===== src/rtl/forward_hazard_unit.sv =====
// Operand forwarding and load-use hazard unit with shadow EX/MEM/WB destination tracking.
// Optional event counters are enabled by defining FWD_HAZARD_STATS_EN.
module forward_hazard_unit #(
  parameter int XLEN     = 16,
  parameter int REGW     = 4,
  parameter int ZERO_REG = 1
) (
  input  logic            clock,
  input  logic            reset,
  input  logic            id_valid,
  input  logic [REGW-1:0] id_rs1,
  input  logic [REGW-1:0] id_rs2,
  input  logic            id_use_rs1,
  input  logic            id_use_rs2,
  input  logic [REGW-1:0] id_rd,
  input  logic            id_regwrite,
  input  logic            id_is_load,
  input  logic            flush,
  input  logic [XLEN-1:0] ex_opa_in,
  input  logic [XLEN-1:0] ex_opb_in,
  input  logic [XLEN-1:0] mem_result,
  input  logic [XLEN-1:0] wb_result,
  output logic [XLEN-1:0] ex_opa,
  output logic [XLEN-1:0] ex_opb,
  output logic [1:0]      fwd_sel_a,
  output logic [1:0]      fwd_sel_b,
  output logic            stall
`ifdef FWD_HAZARD_STATS_EN
  ,
  output logic [31:0]     stat_stalls,
  output logic [31:0]     stat_fwds
`endif
);

  typedef struct packed {
    logic            valid;
    logic [REGW-1:0] rd;
    logic            we;
    logic            load;
  } stage_t;

  localparam logic [1:0] SEL_NONE = 2'b00;
  localparam logic [1:0] SEL_MEM  = 2'b01;
  localparam logic [1:0] SEL_WB   = 2'b10;
  localparam logic [1:0] SEL_HOLD = 2'b11;

  stage_t          r_ex;
  stage_t          r_mem;
  stage_t          r_wb;
  logic [XLEN-1:0] r_wb_hold;
  logic [1:0]      r_sel_a;
  logic [1:0]      r_sel_b;

  logic            w_m1_ex;
  logic            w_m2_ex;
  logic            w_stall;
  logic            w_advance;
  logic [1:0]      w_sel_a;
  logic [1:0]      w_sel_b;
  logic [1:0]      w_sel_a_nx;
  logic [1:0]      w_sel_b_nx;
  stage_t          w_id_stage;
  logic [XLEN-1:0] w_opa;
  logic [XLEN-1:0] w_opb;

  function automatic logic f_match(input logic use_s, input logic [REGW-1:0] s,
                                   input stage_t st);
    logic w_zero;
    w_zero  = (ZERO_REG != 0) && (s == {REGW{1'b0}});
    f_match = use_s && st.valid && st.we && (st.rd == s) && !w_zero;
  endfunction

  // Nearest producer wins; a load still in EX is left to the stall and resolves from MEM.
  function automatic logic [1:0] f_sel(input logic use_s, input logic [REGW-1:0] s,
                                       input stage_t ex_st, input stage_t mem_st,
                                       input stage_t wb_st);
    if (f_match(use_s, s, ex_st) && !ex_st.load) begin
      f_sel = SEL_MEM;
    end else if (f_match(use_s, s, mem_st)) begin
      f_sel = SEL_WB;
    end else if (f_match(use_s, s, wb_st)) begin
      f_sel = SEL_HOLD;
    end else begin
      f_sel = SEL_NONE;
    end
  endfunction

  function automatic logic [XLEN-1:0] f_mux(input logic [1:0] sel, input logic [XLEN-1:0] pipe_v,
                                            input logic [XLEN-1:0] mem_v,
                                            input logic [XLEN-1:0] wb_v,
                                            input logic [XLEN-1:0] hold_v);
    case (sel)
      SEL_NONE: f_mux = pipe_v;
      SEL_MEM:  f_mux = mem_v;
      SEL_WB:   f_mux = wb_v;
      SEL_HOLD: f_mux = hold_v;
      default:  f_mux = pipe_v;
    endcase
  endfunction

  // Hazard detection and select computation for the instruction in ID.
  always_comb begin
    w_m1_ex    = f_match(id_use_rs1, id_rs1, r_ex);
    w_m2_ex    = f_match(id_use_rs2, id_rs2, r_ex);
    w_stall    = id_valid && !flush && (w_m1_ex || w_m2_ex) && r_ex.load;
    w_advance  = id_valid && !w_stall && !flush;
    w_sel_a    = f_sel(id_use_rs1, id_rs1, r_ex, r_mem, r_wb);
    w_sel_b    = f_sel(id_use_rs2, id_rs2, r_ex, r_mem, r_wb);
    w_id_stage = '{valid: 1'b0, rd: {REGW{1'b0}}, we: 1'b0, load: 1'b0};
    if (w_advance) begin
      w_sel_a_nx = w_sel_a;
      w_sel_b_nx = w_sel_b;
      w_id_stage = '{valid: 1'b1, rd: id_rd, we: id_regwrite, load: id_is_load};
    end else begin
      w_sel_a_nx = SEL_NONE;
      w_sel_b_nx = SEL_NONE;
    end
  end

  // Shadow pipeline, retired-result hold register and registered selects.
  always_ff @(posedge clock) begin
    if (!reset) begin
      r_ex      <= '0;
      r_mem     <= '0;
      r_wb      <= '0;
      r_wb_hold <= {XLEN{1'b0}};
      r_sel_a   <= SEL_NONE;
      r_sel_b   <= SEL_NONE;
    end else begin
      r_wb      <= r_mem;
      r_mem     <= r_ex;
      r_ex      <= w_id_stage;
      r_wb_hold <= wb_result;
      r_sel_a   <= w_sel_a_nx;
      r_sel_b   <= w_sel_b_nx;
    end
  end

  // Operand muxes driven straight from the registered selects.
  always_comb begin
    w_opa = f_mux(r_sel_a, ex_opa_in, mem_result, wb_result, r_wb_hold);
    w_opb = f_mux(r_sel_b, ex_opb_in, mem_result, wb_result, r_wb_hold);
  end

  assign ex_opa    = w_opa;
  assign ex_opb    = w_opb;
  assign fwd_sel_a = r_sel_a;
  assign fwd_sel_b = r_sel_b;
  assign stall     = w_stall;

`ifdef FWD_HAZARD_STATS_EN
  logic [31:0] r_stat_stalls;
  logic [31:0] r_stat_fwds;
  logic [1:0]  w_fwd_inc;
  logic [32:0] w_fwd_sum;

  always_comb begin
    w_fwd_inc = {1'b0, |w_sel_a_nx} + {1'b0, |w_sel_b_nx};
    w_fwd_sum = {1'b0, r_stat_fwds} + {31'd0, w_fwd_inc};
  end

  // Saturating event counters.
  always_ff @(posedge clock) begin
    if (!reset) begin
      r_stat_stalls <= 32'd0;
      r_stat_fwds   <= 32'd0;
    end else begin
      if (w_stall && (r_stat_stalls != 32'hFFFF_FFFF)) begin
        r_stat_stalls <= r_stat_stalls + 32'd1;
      end else begin
        r_stat_stalls <= r_stat_stalls;
      end
      if (w_fwd_sum[32]) begin
        r_stat_fwds <= 32'hFFFF_FFFF;
      end else begin
        r_stat_fwds <= w_fwd_sum[31:0];
      end
    end
  end

  assign stat_stalls = r_stat_stalls;
  assign stat_fwds   = r_stat_fwds;
`endif

endmodule

===== config.mk =====
export PLATFORM = sky130hd
export DESIGN_NAME = forward_hazard_unit
export DESIGN_NICKNAME = d
export VERILOG_FILES = /design/src/rtl/forward_hazard_unit.sv
export SDC_FILE = /design/constraint.sdc
export NUM_CORES = 1
export LEC_CHECK = 0
export CORE_ASPECT_RATIO = 1.1
export CORE_MARGIN = 4
export CORE_UTILIZATION = 40
export CTS_CLUSTER_SIZE = 12
export DETAILED_ROUTE_END_ITERATION = 16
export GPL_TIMING_DRIVEN = 0
export PLACE_DENSITY = 0.84
export SYNTH_ARGS = -nofsm -noshare
export SYNTH_HDL_FRONTEND = slang
export SYNTH_SLANG_ARGS = --single-unit

===== constraint.sdc =====
create_clock -name clock -period 3.6 [get_ports clock]
set_input_delay 1.08 -clock clock [delete_from_list [all_inputs] [get_ports clock]]
set_output_delay 1.08 -clock clock [all_outputs]
set_load 0.01 [all_outputs]

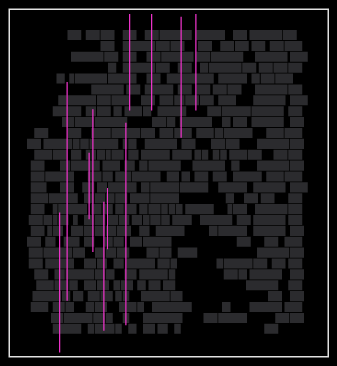
Figure 1: run 1, signal wires on met4.
Drawn at 4 px/um.
wire length on this layer: 339 um
longest straight run: 54.4 um
nets with wire on the layer: 11
main direction: vertical
vias: 2157
final wirelength: 7800 um

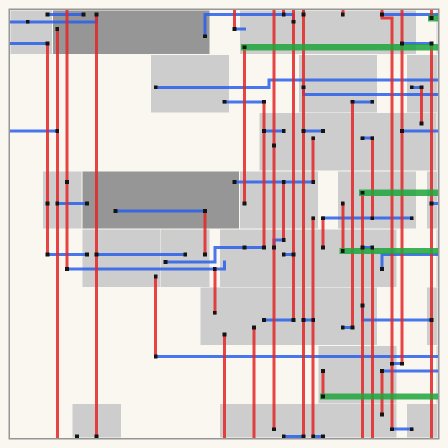
Figure 2: run 1, zoomed window.
Region (50, 12) to (70, 32) um. Cells in gray, sequential cells in the stronger gray; small squares are vias.
| color | layer |
|---|---|
| green | metal 3 |
| red | metal 2 |
| blue | metal 1 |
cells with their middle in the window: 17
sequential cells in the window: 2
netlist names of flops here include: r_wb_hold (2)
most frequent: clkdlybuf4s50_1 (6), mux4_2 (5), and2_1 (3)

==> flow_summary.ini, run 1 <==
; generated from flow reports
[run_status]
outcome = finished, final reports clean

[synthesis]
ys_seq_share_pct = 34.8
yosysWarnings = 0
yosys_area_mm2 = 0.00224
ys_ff = 39
synth_top_area_share_pct = 34.8
async_reset_ff_share_pct = 0
synth_nets = 259

[critical_path]
cp_data_arrival_time_ps = 2500
max_stage_delay_ps = 500
r2r-end = fwd_sel_b[1]$_SDFF_PP0_
crit_required_ps = 2520
reg2reg_slack_ps = 640
cp-end-kind = primary output
critPathTopFamily = buffers and inverters
reg2reg_depth = 18
worstPathMaxFanout = 3

[drt]
postRouteAntennaNets = 0
drt_pass1_iterations = 4
vias_per_cell = 5.27

[clocking]
clockRootBuffer = clkbuf_8
cts.path.max_buffers = 2
hold_buffers = 0
worstSkewPairLatency_ps = 300
cts_tree = yes

[die]
initCoreUtil_pct = 41.5
tap_cells = 75

[final_layout]
ff_count = 39
comb_area_share_pct = 36.6
buffers = 164
seq_share_pct = 20.0
diodes = 0
clockNetworkAreaShare_pct = 2.66
comb_cells = 123
seq_area_um2 = 781
final_core_util_pct = 72.5
syn_to_final_growth_pct = 74.5
num-nonclk-inverters = 0
layoutNonFillerInstCount = 409
fill_cells = 407
comb_area_mm2 = 0.00143

[global_routing]
grt_use_met3_pct = 5.30
antenna_found_initial = 0
gr-usage-met2_pct = 43.3
met1_usage_pct = 25.7
grt_pass1_vias = 2370
grt_max_degree = 13

[pwr]
p_leak_nw = 1.53
seq-power_w = 0.000453
power_w = 0.00101
p_per_area_mw_per_mm2 = 259
power-top-group = sequential cells
switchingPower_w = 0.000246
ir_worst_vdd_uv = 262

[flow_run]
warning_count = 27
cap_viol_max_count = 0

[place]
dpl.hpwl_um = 5370
io_buffers = 120
dpl_cell_area_mm2 = 0.00354

[timing]
fmax_mhz = 280
finalSetupViolCount = 0
maxSlewViolCount = 0
tightest_slew_ps = 649
finalCritPeriodShare_pct = 99.3
fin_hold_ws_ps = 485

[min_path]
whs_path_depth = 1
hold_path_class = register to register
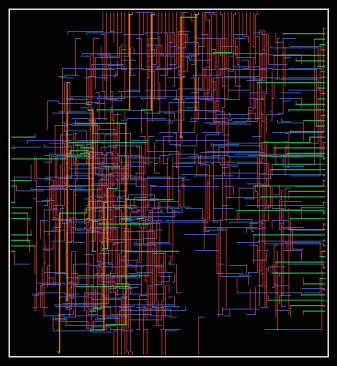
Figure 3: run 1, signal wires by layer.
Drawn at 4 px/um.
| color | layer | wire length |
|---|---|---|
| red | metal 2 | 4080 um |
| green | metal 3 | 598 um |
| blue | metal 1 | 2790 um |
| orange | metal 4 | 339 um |
wire per inst: 19.1 um
GRT Util Overall: 23.7%

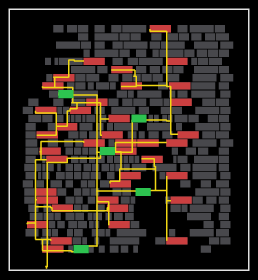
Figure 4: run 1, clock distribution.
Drawn at 3 px/um.
[red] flip-flops | count: 39
[yellow] clock wires | length: 555 um
[green] clock drivers | count: 5
routed clock nets: 6
clock share of power: 33.7%
Worst Skew: 8.09 ps

## run 1: logic make-up after synthesis
| logic type | synth area share [%] |
|---|---|
| AND-OR/OR-AND | 3.18 |
| XOR/XNOR | 9.38 |
| flip-flops | 34.8 |
| buffers and inverters | 2.74 |
| AND/OR/NAND/NOR | 17.7 |
| multiplexers | 32.2 |
## run 1: metal layers
layer | wire [um] | up-vias
li1 | - | 978
met1 | 2790 | 1026
met2 | 4080 | 129
met3 | 597 | 24
met4 | 339 | 0
met5 | 0 | -
## run 1: flip-flops by register name, summed over array words and instances (netlist names)
register,cells
r_wb_hold,16
r_mem,6
fwd_sel_b,2
r_ex,7
r_wb,6
fwd_sel_a,2
## Run 2: what changed since run 1
--- a/config.mk
+++ b/config.mk
@@ -11,6 +11,7 @@
 export CTS_CLUSTER_SIZE = 12
 export DETAILED_ROUTE_END_ITERATION = 16
 export GPL_TIMING_DRIVEN = 0
+export HOLD_SLACK_MARGIN = 0.1
 export PLACE_DENSITY = 0.84
 export SYNTH_ARGS = -nofsm -noshare
 export SYNTH_HDL_FRONTEND = slang
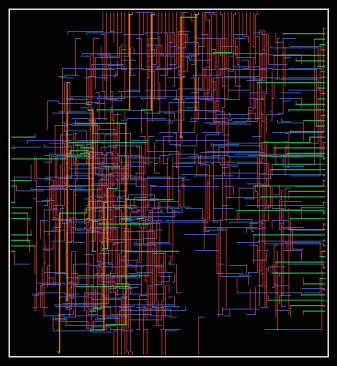
Figure 5: run 2, signal wires by layer.
Drawn at 4 px/um.
| color | layer | wire length |
|---|---|---|
| orange | metal 4 | 339 um |
| green | metal 3 | 598 um |
| blue | metal 1 | 2790 um |
| red | metal 2 | 4080 um |

==> run 2 against run 1 <==
Non-clock buffer count stayed put. Setup slack stayed put. Via count stayed put. Highest routed layer unchanged. Flip-flop count stayed put. Sequential power hardly changed. Sequential share of layout area stayed put. Register-to-register slack hardly changed. Total power stayed put. First-iteration DRC count stayed put. Critical path type unchanged. Combinational power hardly changed.
==> flow_summary.ini, run 2 <==
; generated from flow reports
[drt]
postRouteAntennaNets = 0
wl_met2_um = 4080
drt_pass1_iterations = 4
via_count = 2157
top_layer_used = met4
wirelength_um = 7800
wl_per_cell_um = 19.1
dr_wl_met3_um = 597
vias_per_cell = 5.27
wl_met1_um = 2790

[final_layout]
diodes = 0
layoutNonFillerInstCount = 409
nNetsFinal = 417
syn_to_final_growth_pct = 74.5
largest_reg_flops = 16
top_regs = r_wb_hold (16), r_ex (7)
layout.cells.most_common = clkdlybuf4s50_1
regMostFlops = r_wb_hold
layout_top_cells = 92 x clkdlybuf4s50_1, 39 x dfxtp_1, 32 x mux4_2

[synthesis]
synth_nets = 259
common_cells = 39 x dfxtp_1, 32 x mux4_2, 28 x and2_1, 20 x xnor2_1, 8 x clkbuf_1
mux_area_share_pct = 32.2
synth.comb.largest_family = multiplexers
area_leaders = dfxtp_1 35%, mux4_2 32%, and2_1 7.8%
yosys_area_mm2 = 0.00224
most_common_cell = dfxtp_1
aoi_share_pct = 3.18
yosysWarnings = 0
synth_area_per_cell_um2 = 12.8
ys_sh_simple_pct = 17.7
synth_area_mm2 = 0.00224
synth_top_area_share_pct = 34.8
ys_seq_share_pct = 34.8
adder_share_pct = 0
synthXorXnorAreaFrac_pct = 9.38
ys_ff = 39
async_reset_ff_share_pct = 0

[place]
dpl.hpwl_um = 5370
dp_cells = 370
io_buffers = 120
gp_congestion = 0.812

[critical_path]
reg2reg_depth = 18
reg2reg_slack_ps = 640
worstPathMaxFanout = 3
startpoint_type = input pin
r2r-end = fwd_sel_b[1]$_SDFF_PP0_
cp_data_arrival_time_ps = 2500
cp-end-kind = primary output
max_stage_delay_ps = 500
path_buffers = 2
critPathTopFamily = buffers and inverters
crit_required_ps = 2520

[global_routing]
grt_usage_pct = 23.7
grt-busiest-layer = met2
gr-usage-met2_pct = 43.3
antenna_found_initial = 0
grt_use_met3_pct = 5.30
grt_max_degree = 13
grt_pass1_vias = 2370
met1_usage_pct = 25.7

[flow_run]
cap_viol_max_count = 0
warning_count = 27

[min_path]
hold_path_class = register to register
whs_path_depth = 1

[timing]
skew_ps = 8.09
fmax_mhz = 280
rsz0062_at_grt = yes
maxSlewViolCount = 0
finalCritPeriodShare_pct = 99.3
tightest_slew_ps = 649
period_minus_slack_ps = 3580
finalHoldViolCount = 0
finalSetupViolCount = 0

[pwr]
ir_worst_vdd_uv = 262
p_per_area_mw_per_mm2 = 259
power_w = 0.00101
p_leak_nw = 1.53

[die]
die_x_um = 79.4
initCoreUtil_pct = 41.5
chipArea_mm2 = 0.00687
die_h_um = 86.5

[run_status]
outcome = finished, final reports clean

[clocking]
hold_buffers = 0
clockRootBuffer = clkbuf_8
cts_tree = yes
worstSkewPairLatency_ps = 300
cts.path.max_buffers = 2
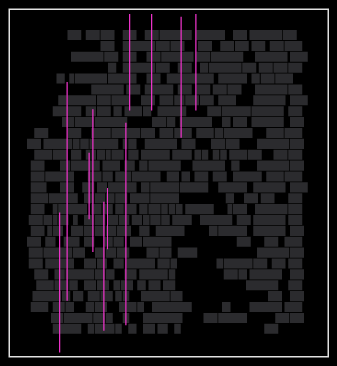
Figure 6: run 2, signal wires on met4.
Drawn at 4 px/um.
longest straight run: 54.4 um
wire length on this layer: 339 um
nets with wire on the layer: 11
share of all routed wire: 4.4%

## run 2: cell counts in the layout (fill, tap and decap cells not counted)
No cell type changed its count.
## run 2: layout make-up
type                    count  area, um^2
plain buffers              13        63.8
clock buffers               7        96.3
clock inverters             1        7.51
fillers                   407        1480
multi-input cells         123        1430
flip-flops and latches     39         781
well taps                  75        93.8
repair buffers            151        1440
## run 2: power by group
group / switching, W / internal (W) / total, W
logic: 0.0000713 / 0.000149 / 0.000220
registers: 0.00000801 / 0.000445 / 0.000453
clock network: 0.000167 / 0.000174 / 0.000342
## run 2: stage by stage
stage	util, %	cell area [um^2]	hold slack, ps
floorplan	-	2240	430
global placement	65.5	3540	432
detailed placement	65.5	3540	452
CTS	72.3	3900	468
global route	72.5	3910	505
finish	72.5	3910	485
Power and IR drop assume default switching activity.
